**src/rtl/uart_rx_param_if.sv**
```systemverilog
// rtl/uart_rx_param_if.sv - receive-word handshake bundle between the UART receiver and its consumer
interface uart_rx_param_if #(
    parameter int DATA_BITS = 8
);
    logic [DATA_BITS-1:0] data_out;
    logic                 data_valid;
    logic                 data_ready;
    logic                 rx_done;
    logic                 parity_error;
    logic                 framing_error;
    logic                 overrun;

    // Receiver side: owns the word, its flags and the commit pulse.
    modport master (
        output data_out,
        output data_valid,
        output rx_done,
        output parity_error,
        output framing_error,
        output overrun,
        input  data_ready
    );

    // Consumer side: reads the word and acknowledges it with data_ready.
    modport slave (
        input  data_out,
        input  data_valid,
        input  rx_done,
        input  parity_error,
        input  framing_error,
        input  overrun,
        output data_ready
    );
endinterface

```
**src/rtl/uart_rx_param.sv**
```systemverilog
// rtl/uart_rx_param.sv - parametrised oversampling UART receiver with parity, framing and overrun flags
module uart_rx_param #(
    parameter int DATA_BITS  = 8,
    parameter int OVERSAMPLE = 16,
    parameter int PARITY     = 0,
    parameter int STOP_BITS  = 1
) (
    input  logic              clock,
    input  logic              reset,
    input  logic              tick,
    input  logic              enable,
    input  logic              bit_rx,
    output logic              busy,
    uart_rx_param_if.master   rx_if
);
    localparam int CNT_W = $clog2(OVERSAMPLE);
    localparam logic [CNT_W-1:0] CNT_MID  = CNT_W'(OVERSAMPLE / 2 - 1);
    localparam logic [CNT_W-1:0] CNT_LAST = CNT_W'(OVERSAMPLE - 1);
    localparam logic [3:0] IDX_LAST_DATA = 4'(DATA_BITS - 1);
    localparam logic [3:0] IDX_LAST_STOP = 4'(STOP_BITS - 1);
    localparam logic ODD_PARITY = (PARITY == 1);

    typedef enum logic [2:0] {
        S_IDLE,
        S_START,
        S_DATA,
        S_PARITY,
        S_STOP,
        S_WAIT_HIGH
    } state_t;

    state_t               state_q, state_d;
    logic                 sync1_q, sync1_d;
    logic                 sync2_q, sync2_d;
    logic [CNT_W-1:0]     cnt_q, cnt_d;
    logic [3:0]           idx_q, idx_d;
    logic [DATA_BITS-1:0] shift_q, shift_d;
    logic                 perr_q, perr_d;
    logic                 ferr_q, ferr_d;
    logic [DATA_BITS-1:0] data_q, data_d;
    logic                 valid_q, valid_d;
    logic                 perr_out_q, perr_out_d;
    logic                 ferr_out_q, ferr_out_d;
    logic                 ovr_q, ovr_d;
    logic                 done_q, done_d;
    logic                 busy_q, busy_d;

    logic                 rx_s;
    logic                 commit;
    logic                 ferr_now;

    assign rx_s = sync2_q;

    // Next-state logic: synchroniser, bit-timing FSM, commit and handshake.
    always_comb begin
        state_d    = state_q;
        sync1_d    = bit_rx;
        sync2_d    = sync1_q;
        cnt_d      = cnt_q;
        idx_d      = idx_q;
        shift_d    = shift_q;
        perr_d     = perr_q;
        ferr_d     = ferr_q;
        data_d     = data_q;
        valid_d    = valid_q;
        perr_out_d = perr_out_q;
        ferr_out_d = ferr_out_q;
        ovr_d      = ovr_q;
        done_d     = 1'b0;
        commit     = 1'b0;
        ferr_now   = ferr_q | ~rx_s;

        case (state_q)
            S_IDLE: begin
                if (enable && !rx_s) begin
                    state_d = S_START;
                    cnt_d   = '0;
                end
            end
            S_START: begin
                if (tick) begin
                    if (cnt_q == CNT_MID) begin
                        if (!rx_s) begin
                            state_d = S_DATA;
                            cnt_d   = '0;
                            idx_d   = '0;
                            perr_d  = 1'b0;
                            ferr_d  = 1'b0;
                        end else begin
                            // Start bit was gone by mid-bit: treat as noise.
                            state_d = S_IDLE;
                        end
                    end else begin
                        cnt_d = cnt_q + 1'b1;
                    end
                end
            end
            S_DATA: begin
                if (tick) begin
                    if (cnt_q == CNT_LAST) begin
                        cnt_d   = '0;
                        shift_d = {rx_s, shift_q[DATA_BITS-1:1]};
                        if (idx_q == IDX_LAST_DATA) begin
                            idx_d   = '0;
                            state_d = (PARITY != 0) ? S_PARITY : S_STOP;
                        end else begin
                            idx_d = idx_q + 1'b1;
                        end
                    end else begin
                        cnt_d = cnt_q + 1'b1;
                    end
                end
            end
            S_PARITY: begin
                if (tick) begin
                    if (cnt_q == CNT_LAST) begin
                        cnt_d   = '0;
                        idx_d   = '0;
                        perr_d  = ((^shift_q) ^ rx_s) != ODD_PARITY;
                        state_d = S_STOP;
                    end else begin
                        cnt_d = cnt_q + 1'b1;
                    end
                end
            end
            S_STOP: begin
                if (tick) begin
                    if (cnt_q == CNT_LAST) begin
                        cnt_d  = '0;
                        ferr_d = ferr_now;
                        if (idx_q == IDX_LAST_STOP) begin
                            commit  = 1'b1;
                            // A low stop bit may be a break; wait for idle before rearming.
                            state_d = ferr_now ? S_WAIT_HIGH : S_IDLE;
                        end else begin
                            idx_d = idx_q + 1'b1;
                        end
                    end else begin
                        cnt_d = cnt_q + 1'b1;
                    end
                end
            end
            S_WAIT_HIGH: begin
                if (rx_s) begin
                    state_d = S_IDLE;
                end
            end
            default: begin
                state_d = S_IDLE;
            end
        endcase

        // Disarming abandons any partial frame without reporting it.
        if (!enable && state_q != S_IDLE) begin
            state_d = S_IDLE;
            commit  = 1'b0;
        end

        if (commit) begin
            done_d = 1'b1;
            if (!valid_q || rx_if.data_ready) begin
                data_d     = shift_q;
                perr_out_d = perr_d;
                ferr_out_d = ferr_now;
                valid_d    = 1'b1;
            end else begin
                ovr_d = 1'b1;
            end
        end else if (valid_q && rx_if.data_ready) begin
            valid_d = 1'b0;
        end

        busy_d = (state_d != S_IDLE);
    end

    // State and output registers with synchronous active-high reset.
    always_ff @(posedge clock) begin
        if (reset) begin
            state_q    <= S_IDLE;
            sync1_q    <= 1'b1;
            sync2_q    <= 1'b1;
            cnt_q      <= '0;
            idx_q      <= '0;
            shift_q    <= '0;
            perr_q     <= 1'b0;
            ferr_q     <= 1'b0;
            data_q     <= '0;
            valid_q    <= 1'b0;
            perr_out_q <= 1'b0;
            ferr_out_q <= 1'b0;
            ovr_q      <= 1'b0;
            done_q     <= 1'b0;
            busy_q     <= 1'b0;
        end else begin
            state_q    <= state_d;
            sync1_q    <= sync1_d;
            sync2_q    <= sync2_d;
            cnt_q      <= cnt_d;
            idx_q      <= idx_d;
            shift_q    <= shift_d;
            perr_q     <= perr_d;
            ferr_q     <= ferr_d;
            data_q     <= data_d;
            valid_q    <= valid_d;
            perr_out_q <= perr_out_d;
            ferr_out_q <= ferr_out_d;
            ovr_q      <= ovr_d;
            done_q     <= done_d;
            busy_q     <= busy_d;
        end
    end

    assign rx_if.data_out      = data_q;
    assign rx_if.data_valid    = valid_q;
    assign rx_if.rx_done       = done_q;
    assign rx_if.parity_error  = perr_out_q;
    assign rx_if.framing_error = ferr_out_q;
    assign rx_if.overrun       = ovr_q;
    assign busy                = busy_q;
endmodule

```
**src/flat_wrapper.sv**
```systemverilog
// flat-port wrapper written by rule: the top's interface ports become plain ports
module uart_rx_param_flat 
#(
    parameter int DATA_BITS  = 8,
    parameter int OVERSAMPLE = 16,
    parameter int PARITY     = 0,
    parameter int STOP_BITS  = 1
)
  (clock, reset, tick, enable, bit_rx, busy, rx_if_data_out, rx_if_data_valid, rx_if_rx_done, rx_if_parity_error, rx_if_framing_error, rx_if_overrun, rx_if_data_ready);
  uart_rx_param_if #(.DATA_BITS(DATA_BITS)) rx_if_i ();
  input  logic clock;
  input  logic reset;
  input  logic tick;
  input  logic enable;
  input  logic bit_rx;
  output logic busy;
  output wire logic [$bits(rx_if_i.data_out)-1:0] rx_if_data_out;
  output wire logic [$bits(rx_if_i.data_valid)-1:0] rx_if_data_valid;
  output wire logic [$bits(rx_if_i.rx_done)-1:0] rx_if_rx_done;
  output wire logic [$bits(rx_if_i.parity_error)-1:0] rx_if_parity_error;
  output wire logic [$bits(rx_if_i.framing_error)-1:0] rx_if_framing_error;
  output wire logic [$bits(rx_if_i.overrun)-1:0] rx_if_overrun;
  input wire logic [$bits(rx_if_i.data_ready)-1:0] rx_if_data_ready;
  assign rx_if_data_out = rx_if_i.data_out;
  assign rx_if_data_valid = rx_if_i.data_valid;
  assign rx_if_rx_done = rx_if_i.rx_done;
  assign rx_if_parity_error = rx_if_i.parity_error;
  assign rx_if_framing_error = rx_if_i.framing_error;
  assign rx_if_overrun = rx_if_i.overrun;
  assign rx_if_i.data_ready = rx_if_data_ready;
  uart_rx_param #(.DATA_BITS(DATA_BITS), .OVERSAMPLE(OVERSAMPLE), .PARITY(PARITY), .STOP_BITS(STOP_BITS)) u_core (.clock(clock), .reset(reset), .tick(tick), .enable(enable), .bit_rx(bit_rx), .busy(busy), .rx_if(rx_if_i));
endmodule
```
**config.mk**
```make
export PLATFORM = sky130hd
export DESIGN_NAME = uart_rx_param_flat
export DESIGN_NICKNAME = d
export VERILOG_FILES = /design/src/rtl/uart_rx_param_if.sv /design/src/rtl/uart_rx_param.sv /design/src/flat_wrapper.sv
export SDC_FILE = /design/constraint.sdc
export NUM_CORES = 1
export LEC_CHECK = 0
export CORE_MARGIN = 1.5
export CORE_UTILIZATION = 45
export CTS_BUF_LIST = sky130_fd_sc_hd__clkbuf_8
export DETAILED_ROUTE_END_ITERATION = 10
export PLACE_DENSITY = 0.73
export REMOVE_ABC_BUFFERS = 1
export SLEW_MARGIN = 20
export SYNTH_ARGS = -nofsm -noshare
export SYNTH_HDL_FRONTEND = slang
export SYNTH_SLANG_ARGS = --single-unit
```
**constraint.sdc**
```tcl
create_clock -name clock -period 2.3 [get_ports clock]
set_clock_uncertainty 0.2 [all_clocks]
set_input_delay 0.345 -clock clock [delete_from_list [all_inputs] [get_ports clock]]
set_output_delay 0.345 -clock clock [all_outputs]
set_load 0.05 [all_outputs]
```
==> impl_metrics.tcl <==
# flow metrics
set metrics [dict create \
    grt_pass1_wl_um 6382 \
    ant_nets 0 \
    period_minus_slack_ps 2084 \
    grt_setup_unrepaired "false" \
    drc_errors 0 \
    synth_top_cell_by_area "dfxtp_1" \
    finalSetupViolCount 0 \
    met3_usage_pct 5.500 \
    syn_area_mm2 0.001867 \
    nNetsFinal 250 \
    final.fill_count 354 \
    power_density_mw_per_mm2 615.0 \
    required_ps 2310 \
    drt_wl_total_um 3930 \
    top_usage_layer "met2" \
    timing.final.ws_setup_ps 215.9 \
    grt_max_degree 23 \
    min_period_over_period_pct 90.61 \
    top_cell_area_share_pct 39.68 \
    hp-class "reg2reg" \
    edf_count 0 \
    common_cells "37 x dfxtp_1, 36 x nor2_1, 16 x mux2i_1" \
    grt_overflow 0 \
    fp-utilization_pct 46.67 \
    dp_hpwl_um 2773 \
    finalWeightedCongestion 0.8857 \
    drv_slew 0 \
    via_per_inst 5.449 \
    hold_buffers 0 \
    slowest_delay_ps 540 \
    outcome "finished clean" \
    most_common_cell "dfxtp_1" \
    ff_type "dfxtp_1" \
    cts_buffer_depth 2 \
    use_met2_pct 27.97 \
    area_delta_synth_final_pct 25.60 \
    vias 1591 \
    drtIter0Drc 71 \
    post_cts_buffers 0 \
    synth.avg_cell_area_um2 9.018 \
    cts_buffers 5 \
    area_leaders "dfxtp_1 40%, mux2i_1 8.6%, nor2_1 7.2%, xnor2_1 4.2%, a21oi_1 2.9%" \
    grt_pass1_vias 1399 \
    yosysCellCount 207 \
    ir_worst_vdd_mv 0.6589 \
    firstDrtPassIters 4 \
    cp_common_cell "a21oi_1" \
    crit_path_end_kind "flop" \
    worst_pin_slew_ps 577.4 \
    ys_warn_count 0 \
    rows 23 \
    drive_above_1_share_pct 15.29 \
    synthCells 207 \
    antenna_found_initial 0 \
    clock_latency_ps 280 \
    cp_cell_sequence "inv_1, ha_1, nor3b_1, buf_4, nor3_1, a21oi_1, or4b_1, a21oi_1" \
    max_freq_ghz 0.4798 \
    maxSlewHeadroom_pct 61.38 \
    crit_family "simple AND/OR/NAND/NOR gates" \
    cts_max_level 2 \
    grtUsageTotal_pct 18.54 \
    slowest_stage "or4b_1" \
    cts_resized 0 \
    synth_async_sr_flop_share_pct 0 \
]
==> power by group <==
part           leakage, nW  switching (mW)  total, mW  internal (mW)
sequential           0.299         0.00811      0.654          0.646
clock               0.0687           0.242      0.679          0.437
combinational        0.540          0.0633      0.109         0.0458
total                0.907           0.314       1.44           1.13
==> sequential cells by signal (all words and copies together) (netlist names) <==
register,count
u_core.busy,1
u_core.cnt_q,4
u_core.ferr_q,1
u_core.idx_q,4
u_core.perr_q,1
u_core.rx_if.data_out,8
u_core.rx_if.data_valid,1
u_core.rx_if.framing_error,1
u_core.rx_if.overrun,1
u_core.rx_if.parity_error,1
u_core.rx_if.rx_done,1
u_core.rx_s,1
u_core.shift_q,8
u_core.state_q,3
u_core.sync1_q,1
==> final cells by class <==
| type | count | area (um2) | share of cell area, % |
|---|---|---|---|
| tap | 50 | 62.56 | 2.668 |
| clock buffer | 5 | 68.82 | 2.935 |
| multi-input combinational | 152 | 1032 | 44.02 |
| clock inverter | 3 | 68.82 | 2.935 |
| sequential | 37 | 740.7 | 31.59 |
| timing repair buffer | 38 | 345.3 | 14.73 |
| inverter | 7 | 26.28 | 1.121 |
==> worst paths after layout <==
kind / startpoint / cells after the start / endpoint / slack, ps
worst max-delay path: u_core.idx_q[0] / 8 / u_core.idx_q[1] / 220
worst min-delay path: u_core.sync1_q / 1 / u_core.rx_s / 210
worst max register to register: u_core.idx_q[0] / 8 / u_core.idx_q[1] / 220
worst min register to register: u_core.sync1_q / 1 / u_core.rx_s / 210
==> cells in the final DEF (no fill, tap or decap), types with 2 or more instances in the layout <==
cell / Yosys / routed
a211oi_1: 3 / 3
a21oi_1: 11 / 11
a31oi_1: 4 / 4
and3_1: 2 / 2
buf_4: 2 / 18
bufinv_16: 0 / 2
clkbuf_8: 0 / 5
clkdlybuf4s50_1: 0 / 19
dfxtp_1: 37 / 37
ha_1: 3 / 3
inv_1: 7 / 7
mux2i_1: 16 / 16
nand2_1: 8 / 8
nand2b_1: 2 / 2
nand3_1: 4 / 4
nand4_1: 4 / 4
nor2_1: 36 / 36
nor2b_1: 4 / 4
nor3_1: 2 / 2
o21ai_0: 4 / 4
o221a_2: 2 / 2
o22ai_1: 2 / 2
o311ai_0: 2 / 2
o31ai_1: 2 / 2
o32ai_1: 2 / 2
or2_1: 2 / 2
or2_2: 3 / 3
or3b_1: 3 / 3
or4b_1: 3 / 3
xnor2_1: 9 / 9
xor2_1: 2 / 2
==> metrics by stage <==
stage | utilization, % | total power [mW] | instances | hold WS [ps]
2_1_floorplan | - | 0.7282 | 196 | 189.5
3_3_place_gp | 55.18 | 0.7763 | 284 | 192.6
3_5_place_dp | 55.18 | 0.7758 | 284 | 195.4
4_1_cts | 58.62 | 1.457 | 292 | 213.6
5_1_grt | 58.62 | 1.498 | 292 | 226.4
6_report | 58.62 | 1.442 | 292 | 211.1
==> cell families after synthesis <==
kind of cell	after synthesis	synth area share [%]
mux	16	8.579
compound gates	40	15.21
fa+ha+maj	3	2.011
xor+xnor	12	6.368
flops	37	39.68
buf+inv	18	5.026
simple gates	81	23.12
==> routing by layer <==
layer,vias up,routed length (um)
met4,0,44
met2,48,1756
met3,6,195
met1,732,1933
li1,805,-
met5,-,0
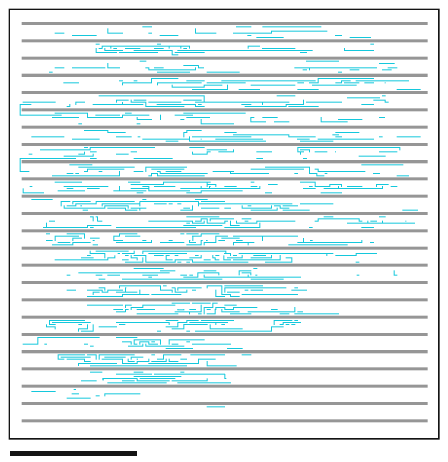
**Above:** the metal 1 layer.
Scale bar: 20 um. Supply wires on this layer in gray.
The layer carries 1930 um of wire. The longest straight run is 21.2 um. 224 nets have wire on it. The layer holds 49% of the routed length. The wires run mostly horizontal.

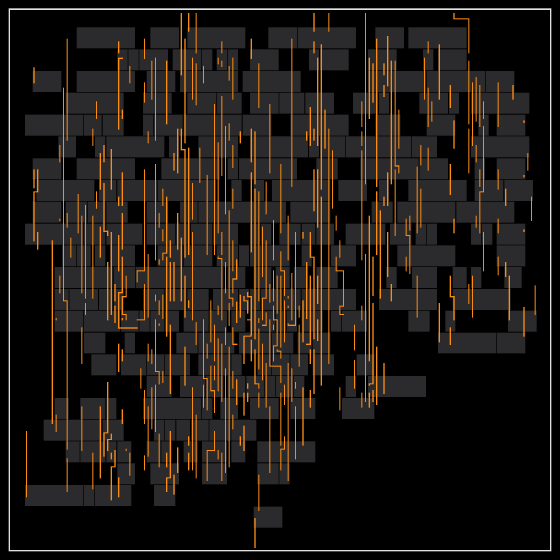
**Above:** metal 2.
209 nets have wire on it. The layer holds 45% of the routed length. The wires run mostly vertical. The layer carries 1760 um of wire. The longest straight run is 29.2 um.

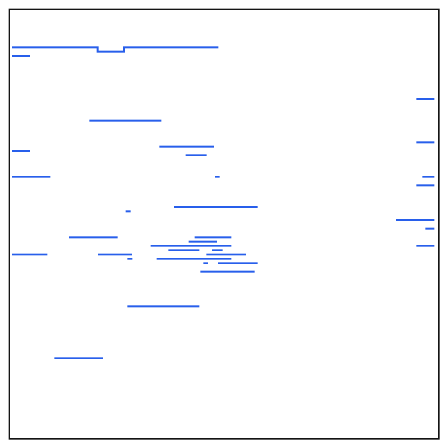
**Above:** M3 wires.
The longest straight run is 14.7 um. The wires run mostly horizontal.

Power is estimated from default activity; no workload was simulated.
